### Logic cells by family, run 1

Bar = 50 um.
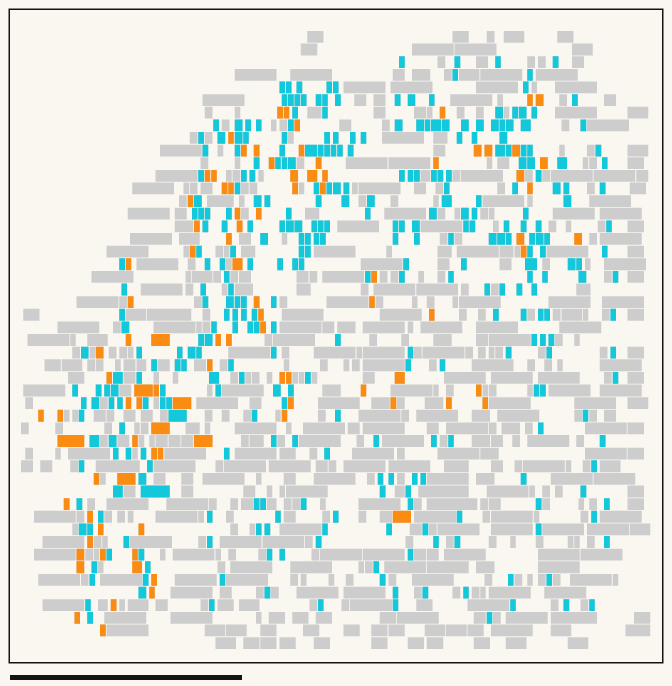
### Clock network drawn from the DEF, run 1

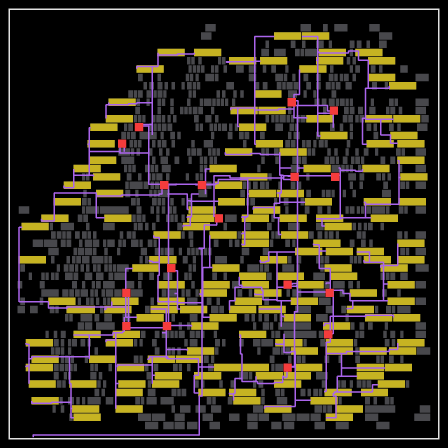
### Cell area per tile, run 1

14 x 14 tiles, from dark blue (low) to red (high), 0 to 100% covered.
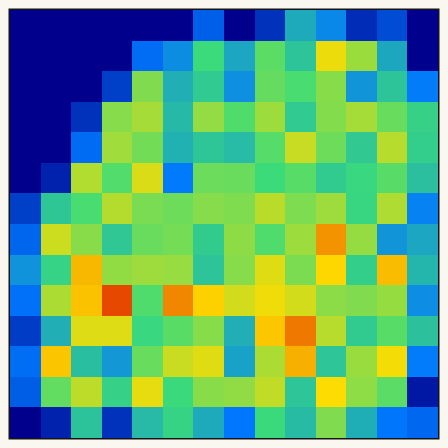
### Track usage over the die, run 1

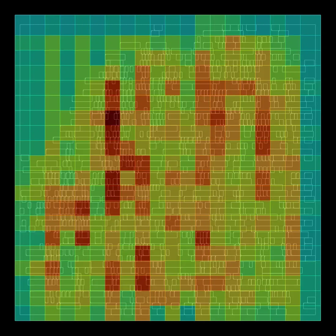
Design pmem_loader, sky130hd; sources not shown.
==> run_results.csv, run 1 <==
group,metric,value,unit
status,status,"completed",
synthesis,fp_nets,936,
synthesis,ys_seq_share,54.4,%
pwr,p_comb,6.20,mW
clock_tree,clock_path_buffers,2,
clock_tree,cts.sinks,162,
pwr,p_leak,4.57,nW
finish,design.seq.count,162,
finish,area_delta_synth_final,21.8,%
synthesis,yosysWarnings,0,
pwr,pwr-share-seq,39.9,%
flow_run,cap_violations,0,
sta,fmax,0.516,GHz
pwr,pg_seq,5.52,mW
finish,buffers_excl_clock,125,
synthesis,syn_inst,918,
critical_path,critPathArrivalTime,1.55,ns
critical_path,end_kind,"output pin",
sta,rsz0062_at_grt,"true",
grt,antenna_found_initial,1,
min_path,min_path_type,"in2async",
floorplan,chipArea,0.0197,mm^2
synthesis,synth_area_per_cell,8.11,um^2
finish,buffer_area_share,12.3,%
synthesis,yosys.area.top_type,"dfrtp_1",
placement,post-place-cells,1211,
pwr,p_comb_share,44.8,%
critical_path,r2r_slack,0.10,ns
grt,grt_pass1_wl,30300,um
critical_path,setup.worst_path.start_class,"flop",
floorplan,row_count,49,
floorplan,taps,229,
finish,antenna_cells,1,
sta,worst_pin_slew,0.556,ns
critical_path,cp_data_required_time,1.57,ns
critical_path,critPathKind,"reg2out",
sta,period_minus_slack,1.94,ns
finish,final_layout_size_suffix_gt1_share,12.4,%
placement,port_buffers,63,
grt,grt_pass1_vias,5898,
route,drt-vias-per-instance,4.95,
placement,gp_congestion,0.888,
pwr,p_switching,5.80,mW
finish,sh_seq_area,44.7,%
route,wl,18900,um
clock_tree,clk_pin_slew_worst_paths,0.15,ns
synthesis,yosysUniqueCellTypes,32,
finish,lay_top_cells,"nand2_1 (281), dfrtp_1 (161), o21ai_0 (97)",
sta,fin_ws,0.0207,ns
grt,grt_overflow,0,
finish,logic_area,0.00292,mm^2
floorplan,io_pins,64,
route,postRouteAntennaNets,0,
finish,inv_count,99,
pwr,irDropWorstVdd,0.637,mV
finish,comb_cells,624,
finish,nClkBuffers,18,
pwr,intPower,8.04,mW
sta,fin_crit_sh,98.9,%
pwr,swShare,41.9,%
placement,dp_slack,-0.538,ns
finish,largest_class,"registers",
placement,placed_area,0.00840,mm^2
finish,regArea,0.00406,mm^2
sta,worst_hold_slack,0.343,ns
synthesis,synth_flops,162,
clock_tree,numCtsBuffers,17,
route,drc,0,
sta,relSlewSlack,62.7,%
finish,fin_area,0.00907,mm^2
synthesis,top_cell_area_share,54.4,%
route,vias,6302,
placement,hpwl,13300,um
synthesis,ys_cells,918,
clock_tree,cts_tree,"yes",
synthesis,ys_chip_area,0.00745,mm^2
sta,fin_setup_tns,0,ns
finish,clk_share,3.35,%
synthesis,syn_area,0.00745,mm^2
floorplan,die_w,140,um
critical_path,reg2reg_depth,10,
clock_tree,cts_root_buf,"clkbuf_4",
route,drt_iter0_markers,509,
sta,hold_viol_final,0,
synthesis,yosys-top-cells-area,"dfrtp_1 (54%), nand2_1 (14%), o21ai_0 (6.7%)",
floorplan,fp.dieH,140,um
clock_tree,cts_htree_levels,4,
pwr,power.total,13.8,mW
route,first_pass_iters,6,
sta,finalSetupViolations,0,
critical_path,worstPathMaxFanout,3,
grt,grt_max_degree,92,
finish,nFillCells,1768,
sta,finalMaxSlewViolations,0,
pwr,power_leader,"combinational logic",
pwr,powerDensity,1530,mW/mm^2
finish,layout.nets,1047,
flow_run,warnings,30,
Notes on 'Logic cells by family' above:
Key: nor cells = orange [cells 95, most used nor2_1]; nand cells = cyan [cells 341, most used nand2_1, where widely spread]
Non-Filler Instances: 1272
Commonest Layout Cell: nand2_1
Comb area share: 32.2%

Notes on 'Clock network drawn from the DEF' above:
Key: clock drivers = red [count 17]; clock wires = purple [length 1980 um]; flip-flops = yellow [count 162]
There are 18 routed clock nets. Position of the flops: widely spread.
clock network power: 2.11 mW
clk latency late pin: 0.57 ns
clk_skew: 0.0295 ns
Clock power frac: 15.3%

Notes on 'Cell area per tile' above:
The emptiest ninth of the die: top left. The fullest tile reaches 92%. The mean over all tiles is 45%. 11% of the tiles are nearly empty.
Initial Utilization: 41.2%
Core ar.: 0.0181 mm^2
Util after Layout: 50.1%

Notes on 'Track usage over the die' above:
M2 GR Usage: 31.4%
Total Routing Usage GR: 19.5%
wire per inst: 14.8 um

[run 1: cell families (layout without fill, tap and decap cells)]
kind of cell,Yosys count,count (layout),share of synthesized area (%)
AND/OR/NAND/NOR,437,437,23.9
AND-OR/OR-AND,169,169,11.5
flip-flops,162,162,54.4
buffers and inverters,132,256,7.41
adder cells (fa/ha/maj),7,7,1.18
multiplexers,7,7,1.06
XOR/XNOR,4,4,0.471
other,0,1,0
[run 1: timing repair]
action / in CTS / in global routing
hold buffers: 1 / 0
gates resized: 23 / 70
hold endpoints to repair: 71 / 0
cloned: 0 / 0
setup endpoints to repair: 13 / 137
pin swaps: 3 / 8
setup buffers: 8 / 20
[run 1: layer usage]
layer | share of wire, % | wire length (um) | up-vias | GRT usage, %
li1 | - | - | 3155 | -
met1 | 48 | 9040 | 3005 | 27.0
met2 | 48 | 9030 | 117 | 31.4
met3 | 2.4 | 449 | 25 | 3.15
met4 | 1.8 | 344 | 0 | 6.27
met5 | 0 | 0 | - | 0
[run 1: cells in the mapped netlist]
cell	count
inv_1	93
xnor2_1	2
nor2_1	78
xor2_1	2
nor3_1	12
o22ai_1	1
nand4_1	6
dfrtp_1	162
nand2_1	284
nor3_4	1
clkbuf_1	14
o21ai_1	46
o21ai_0	100
ha_1	7
o21a_1	1
o31ai_1	1
o21bai_1	1
clkbuf_2	1
buf_2	5
buf_4	3
nor2_2	1
or2_2	1
mux2_2	7
buf_1	5
nand3b_1	2
nand3_1	48
buf_6	5
nand2_2	1
o2111ai_1	1
nor2_4	3
inv_2	6
a21oi_1	18
[run 1: critical path, cell delays in order (launching register included)]
cell and delay [ns]:
dfrtp_1 0.42, inv_2 0.07, nand2_2 0.08, nor2_4 0.10
inv_1 0.06, buf_4 0.12, buf_4 0.13
### Wiring by layer, run 1

Bar = 50 um.
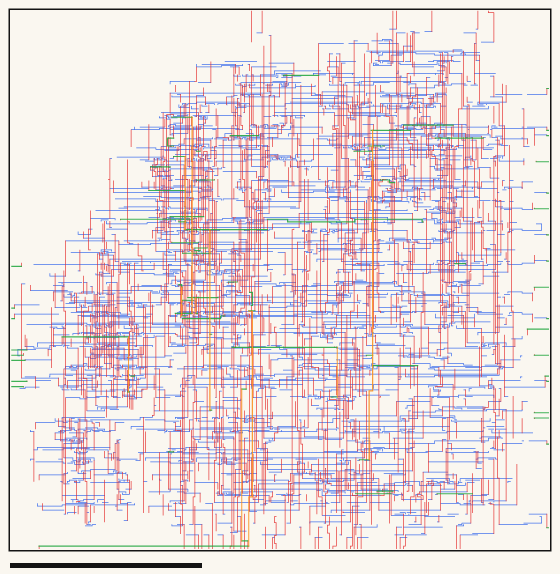

## Run 2: what changed since run 1
--- a/config.mk
+++ b/config.mk
@@ -6,5 +6,5 @@
 export NUM_CORES = 1
 export LEC_CHECK = 0
-export ABC_AREA = 1
+export ABC_AREA = 0
 export ABC_CLOCK_PERIOD_IN_PS = 1960
 export CAP_MARGIN = 40
==> constraint.sdc (replaced) <==
create_clock -name clk -period 1.96 [get_ports clk]
set_input_delay 0.392 -clock clk [delete_from_list [all_inputs] [get_ports clk]]
set_output_delay 0.392 -clock clk [all_outputs]
set_load 0.05 [all_outputs]
### Wiring by layer, run 2

Bar = 50 um.
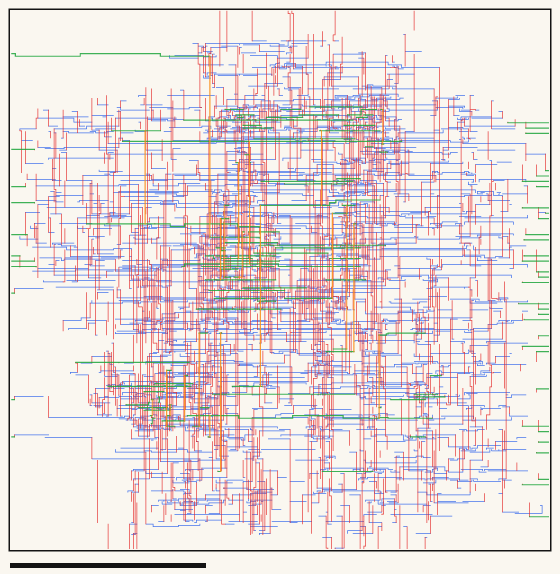
Key: metal 1 = blue [wire length 8570 um]; metal 2 = red [wire length 8720 um]; metal 4 = orange [wire length 456 um]; metal 3 = green [wire length 1250 um]
Total Routing Usage GR: 20.4%
final wirelength: 19000 um
wire per inst: 17.2 um

==> run_results.csv, run 2 <==
group,metric,value,unit
status,status,"finished with violations",
status,violations,"negative setup slack",
route,dr_wl_met2,8720,um
clock_tree,cts_htree_levels,4,
pwr,powerDensity,1650,mW/mm^2
critical_path,reg2reg_depth,5,
grt,grt_most_used_layer,"met2",
sta,finalMaxSlewViolations,0,
clock_tree,cts_root_buf,"clkbuf_4",
grt,grt_max_degree,97,
sta,relSlewSlack,62.0,%
synthesis,fp_nets,759,
synthesis,ys_seq_share,56.5,%
critical_path,r2r_slack,-0.19,ns
finish,nFillCells,1605,
floorplan,fp_util,41.2,%
synthesis,yosys-top-cells-area,"dfrtp_1 (56%), nand2_1 (13%), mux2_2 (6.4%)",
critical_path,cp_data_required_time,1.57,ns
route,vias,6010,
synthesis,ys_chip_area,0.00718,mm^2
grt,antenna_found_initial,0,
finish,fin_area,0.00914,mm^2
finish,lay_top_cells,"nand2_1 (239), dfrtp_1 (159), buf_4 (48), dlygate4sd2_1 (48), mux2_2 (41)",
floorplan,io_pins,64,
synthesis,syn_inst,741,
sta,fmax,0.461,GHz
synthesis,edf_count,0,
clock_tree,clk_pin_slew_worst_paths,0.13,ns
placement,gp_congestion,0.869,
finish,final_layout_size_suffix_gt1_share,23.9,%
sta,worst_hold_slack,0.303,ns
finish,layout_top_cell,"nand2_1",
clock_tree,cts_tree,"yes",
placement,dp_slack,-1.10,ns
floorplan,chipArea,0.0190,mm^2
route,wl_met3,1250,um
route,wl_met1,8570,um
placement,port_buffers,63,
placement,post-place-cells,1030,
synthesis,yosysWarnings,0,
synthesis,synth_flops,162,
sta,period_minus_slack,2.17,ns
floorplan,fp.dieH,138,um
finish,logic_area,0.00314,mm^2
synthesis,yosysMostFrequentCell,"nand2_1",
clock_tree,cts.sinks,162,
finish,antenna_cells,0,
sta,fin_ws,-0.211,ns
grt,grt_pass1_wl,29800,um
sta,finalSetupViolations,25,
critical_path,critPathKind,"reg2out",
synthesis,ys_cells,741,
critical_path,critPathArrivalTime,1.78,ns
synthesis,top_cell_area_share,56.5,%
grt,grtUsageMet1,28.7,%
finish,final_core_util,52.4,%
synthesis,synth_area_per_cell,9.69,um^2
sta,fin_setup_tns,-1.86,ns
route,first_pass_iters,5,
placement,placed_area,0.00815,mm^2
grt,met2_usage,31.2,%
pwr,power.total,15.1,mW
grt,use_met3,4.79,%
sta,rsz0062_at_grt,"true",
finish,area_delta_synth_final,27.3,%
synthesis,async_reset_ff_share,100,%
sta,hold_viol_final,0,
route,highest_layer,"met4",
floorplan,die_w,138,um
min_path,min_path_type,"in2reg",
synthesis,syn_area,0.00718,mm^2
finish,regArea,0.00406,mm^2
route,drt_iter0_markers,478,
sta,fin_crit_sh,111,%
route,drc,0,
finish,finalNonFillerCells,1104,
clock_tree,numCtsBuffers,17,
floorplan,core_area,0.0174,mm^2
synthesis,synthTopCellsByCount,"nand2_1 (242), dfrtp_1 (162), a21oi_1 (45)",
route,drt-vias-per-instance,5.44,
synthesis,yosys.area.top_type,"dfrtp_1",
critical_path,end_kind,"output pin",
synthesis,flop_cell,"dfrtp_1",
pwr,p_leak,4.48,nW
critical_path,setup.worst_path.start_class,"flop",
==> run 2: cell types whose count changed after synthesis, sizes merged, moves of 9 or more <==
cell / delta
a21oi: +27
inv: -85
mux2: +34
nand2: -43
nand3: -29
nor2: -54
o21ai: -116
o22ai: +9
==> run 2: area by class of cell <==
| class | instances | share of cell area [%] |
|---|---|---|
| clock buffers | 18 | 1.48 |
| flip-flops and latches | 162 | 44.4 |
| multi-input cells | 526 | 34.4 |
| well taps | 225 | 3.08 |
| plain buffers | 35 | 2.82 |
| repair buffers | 110 | 11.1 |
| clock inverters | 14 | 2.05 |
| inverters | 14 | 0.699 |
==> run 2: timing repair <==
action / CTS / global route
pin swaps: 10 / 11
buffers inserted: 25 / 19
endpoints found under the hold margin: 66 / 0
cloned: 0 / 1
resized: 142 / 77
hold buffers: 1 / 0
endpoints found under the setup margin: 174 / 123
==> run 2: worst max-delay path, cell delays in order (launching register included) <==
cell,delay (ns)
dfrtp_1,0.45
clkbuf_8,0.16
or3_4,0.35
buf_6,0.13
buf_8,0.14
==> run 2: cells by family (layout without fill, tap and decap cells) <==
logic type	count (synthesis)	in the layout	synth area share [%]
buffers and inverters	53	191	3.05
AND-OR/OR-AND	126	126	10.9
adder cells (fa/ha/maj)	7	7	1.22
XOR/XNOR	9	9	1.10
multiplexers	42	42	6.57
AND/OR/NAND/NOR	342	342	20.6
flip-flops	162	162	56.5
==> run 2: power by group <==
part / switching (mW) / leakage (nW) / internal [mW]
clock: 1.19 / 0.166 / 1.02
combinational: 4.23 / 2.26 / 2.75
sequential: 1.17 / 2.05 / 4.72
total: 6.59 / 4.48 / 8.50
No activity file was given, so power comes from the tool's default toggle rates.
